**Cell classes on the final placement**

Fill, decap, tap and diode cells in gray.
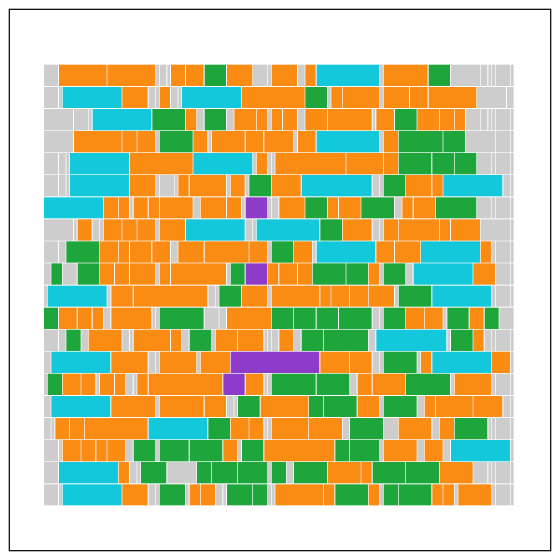
**Clock distribution**

Scale bar: 20 µm.
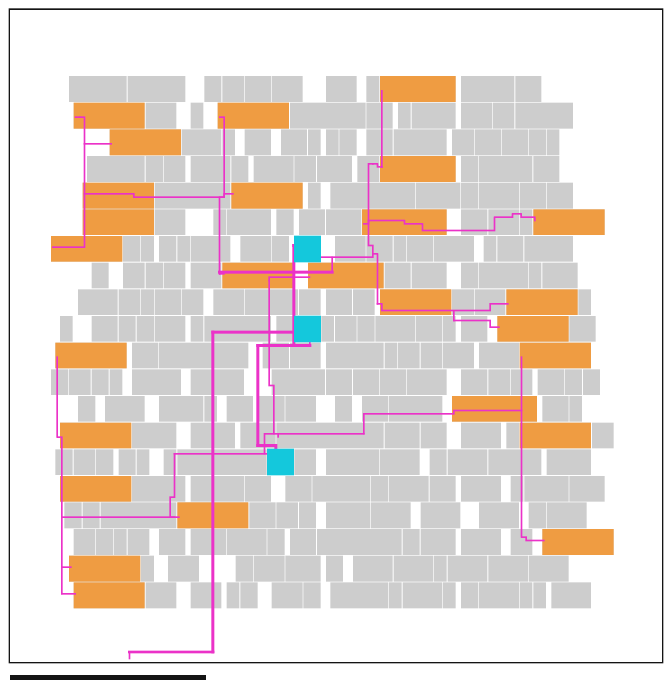
**Pin placement**

Pins as bars across the die edge, other pins in gray.
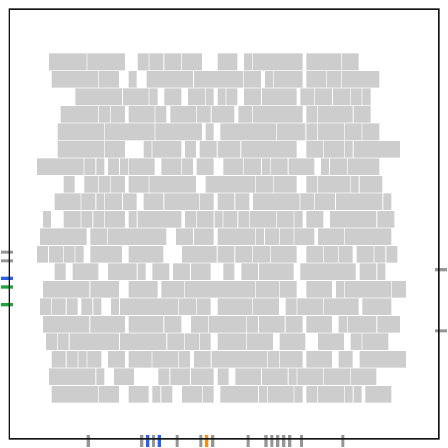
**Signal wires by layer**

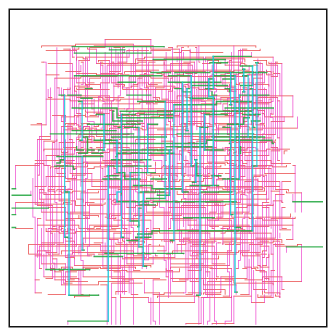
$ cat config.mk
export PLATFORM = sky130hd
export DESIGN_NAME = hash_sample_seq
export DESIGN_NICKNAME = d
export VERILOG_FILES = /design/src/rtl/hash_sample_seq.sv
export SDC_FILE = /design/constraint.sdc
export NUM_CORES = 1
export LEC_CHECK = 0
export CORE_MARGIN = 4
export CORE_UTILIZATION = 49
export DETAILED_ROUTE_END_ITERATION = 8
export GPL_TIMING_DRIVEN = 0
export HOLD_SLACK_MARGIN = 0.06
export PLACE_DENSITY = 0.76
export SLEW_MARGIN = 20
export SYNTH_ARGS = -nofsm -noshare
export SYNTH_HDL_FRONTEND = slang
export SYNTH_SLANG_ARGS = --single-unit
$ cat constraint.sdc
create_clock -name clk -period 1.7 [get_ports clk]
set_clock_uncertainty 0.05 [all_clocks]
set_input_delay 0.34 -clock clk [delete_from_list [all_inputs] [get_ports clk]]
set_output_delay 0.34 -clock clk [all_outputs]
set_load 0.005 [all_outputs]
$ cat src/rtl/hash_sample_seq.sv
// hash_sample_seq: sequences squeezed hash words into per-sample advance
// strobes for the downstream address generator. One word carries LANES
// 16-bit samples; a run issues exactly the sample total for the latched
// mode/level, then pulses done.
module hash_sample_seq #(
    parameter int LANES = 4
) (
    input  logic       clk,
    input  logic       rst,
    input  logic       start,
    input  logic [2:0] mode_in,
    input  logic [1:0] level_in,
    input  logic       abort,
    input  logic       hash_valid,
    output logic       hash_ready,
    output logic       addr_clr,
    output logic       add_en,
    output logic [2:0] mode,
    output logic [1:0] level,
    output logic [2:0] sample_sel,
    output logic       busy,
    output logic       done,
    output logic       err
);

    typedef enum logic [2:0] {
        IDLE,
        CLR,
        WAIT,
        ISSUE,
        FIN
    } state_t;

    state_t      state_q, state_d;
    logic [13:0] remaining_q, remaining_d;
    logic [2:0]  lane_q, lane_d;
    logic [2:0]  mode_q, mode_d;
    logic [1:0]  level_q, level_d;
    logic        err_q, err_d;

    logic        mode_legal;
    logic [13:0] n_val;
    logic [13:0] total;

    // Sample total for the request presented on mode_in/level_in.
    always_comb begin
        mode_legal = (mode_in == 3'b000) || (mode_in == 3'b001) ||
                     (mode_in == 3'b100) || (mode_in == 3'b101);
        case (level_in)
            2'b01:   n_val = 14'd1344;
            2'b10:   n_val = 14'd976;
            default: n_val = 14'd640;
        endcase
        case (mode_in)
            3'b001:  total = 14'd64;
            3'b100:  total = n_val << 2;
            default: total = n_val << 3;
        endcase
    end

    // State and run registers; reset clears everything.
    always_ff @(posedge clk) begin
        if (rst) begin
            state_q     <= IDLE;
            remaining_q <= '0;
            lane_q      <= '0;
            mode_q      <= '0;
            level_q     <= '0;
            err_q       <= 1'b0;
        end else begin
            state_q     <= state_d;
            remaining_q <= remaining_d;
            lane_q      <= lane_d;
            mode_q      <= mode_d;
            level_q     <= level_d;
            err_q       <= err_d;
        end
    end

    // Next-state logic; abort overrides every state, including a start in IDLE.
    always_comb begin
        state_d     = state_q;
        remaining_d = remaining_q;
        lane_d      = lane_q;
        mode_d      = mode_q;
        level_d     = level_q;
        err_d       = 1'b0;
        if (abort) begin
            state_d = IDLE;
        end else begin
            case (state_q)
                IDLE: begin
                    if (start) begin
                        if (mode_legal && (level_in != 2'b00)) begin
                            mode_d      = mode_in;
                            level_d     = level_in;
                            remaining_d = total;
                            state_d     = CLR;
                        end else begin
                            err_d = 1'b1;
                        end
                    end
                end
                CLR: state_d = WAIT;
                WAIT: begin
                    if (hash_valid) begin
                        lane_d  = '0;
                        state_d = ISSUE;
                    end
                end
                ISSUE: begin
                    lane_d      = lane_q + 3'd1;
                    remaining_d = remaining_q - 14'd1;
                    // Last sample wins over end-of-word: unused lanes are dropped.
                    if (remaining_q == 14'd1) begin
                        state_d = FIN;
                    end else if (lane_q == 3'(LANES - 1)) begin
                        state_d = WAIT;
                    end
                end
                FIN: state_d = IDLE;
                default: state_d = IDLE;
            endcase
        end
    end

    // Outputs decode from state; rst forces them all low immediately.
    always_comb begin
        hash_ready = 1'b0;
        addr_clr   = 1'b0;
        add_en     = 1'b0;
        sample_sel = '0;
        busy       = 1'b0;
        done       = 1'b0;
        err        = 1'b0;
        mode       = '0;
        level      = '0;
        if (!rst) begin
            busy       = (state_q != IDLE);
            addr_clr   = (state_q == CLR);
            hash_ready = (state_q == WAIT) && !abort;
            add_en     = (state_q == ISSUE) && !abort;
            sample_sel = add_en ? lane_q : 3'b000;
            done       = (state_q == FIN) && !abort;
            err        = err_q;
            mode       = mode_q;
            level      = level_q;
        end
    end

endmodule

==> results.txt <==
yosys + openroad results -> Multi-In Gates=157, yosys xor share=0.0104, hold_sp=level_in[1], highest routing layer actually used=met4, setup ws final=-0.315 ns, Setup Viol. Count Final=26, Buf/Inv on CP=2, Worst slew margin=0.664, Endpoint, Worst Hold=level_q[1]$_SDFFE_PP0P_, total setup buffers inserted after CTS=27, critical path capture point type=flip-flop, Mapped Area=0.00168 mm², Post-DRT Antenna Nets=0, vias in the first global route=1992, width of the die=66.5 µm, grt peak-use layer=met2, status=finished with violations, row cnt=20, Core Box Area=0.00315 mm², yosys stat area=0.00168 mm², Log Warnings=31, failing checks=negative setup slack, io pins=24, Post-synth EDFFs=0, placed cells=272, Top cell area share=0.310, Logic area=0.00134 mm², Setup crit end=remaining_q[3]$_SDFFE_PP0P_, WP data arrival=2.25 ns
Notes on 'cell classes on the final placement' above:
color	class	cells	share of their area
cyan	registers	26	20%
green	remaining buffers and delay cells	74	25%
purple	clock drivers and dummy loads	4	2.0%
orange	remaining logic cells	169	53%

Notes on 'clock distribution' above:
[magenta] clock wires | length: 355 µm
[orange] flip-flops | count: 26
[cyan] clock-net drivers | count: 3
routed clock nets	4
flops lie	spread over the die
latest clock arrival within the worst-skew pair: 0.34 ns
Clock net power: 0.000452 W
clock share of power: 0.296

Notes on 'pin placement' above:
color	port	pins	direction	edge
green	`level_in`	2	input	west
blue	`mode`	3	output	2 south, 1 west
orange	`abort`	1	input	south
Chip Height: 66.5 µm
I/O Buffers: 21

Notes on 'signal wires by layer' above:
color	layer	wire length
green	M3	734 µm
magenta	M2	3640 µm
cyan	M4	564 µm
red	M1	2820 µm

Power and IR drop assume default switching activity.
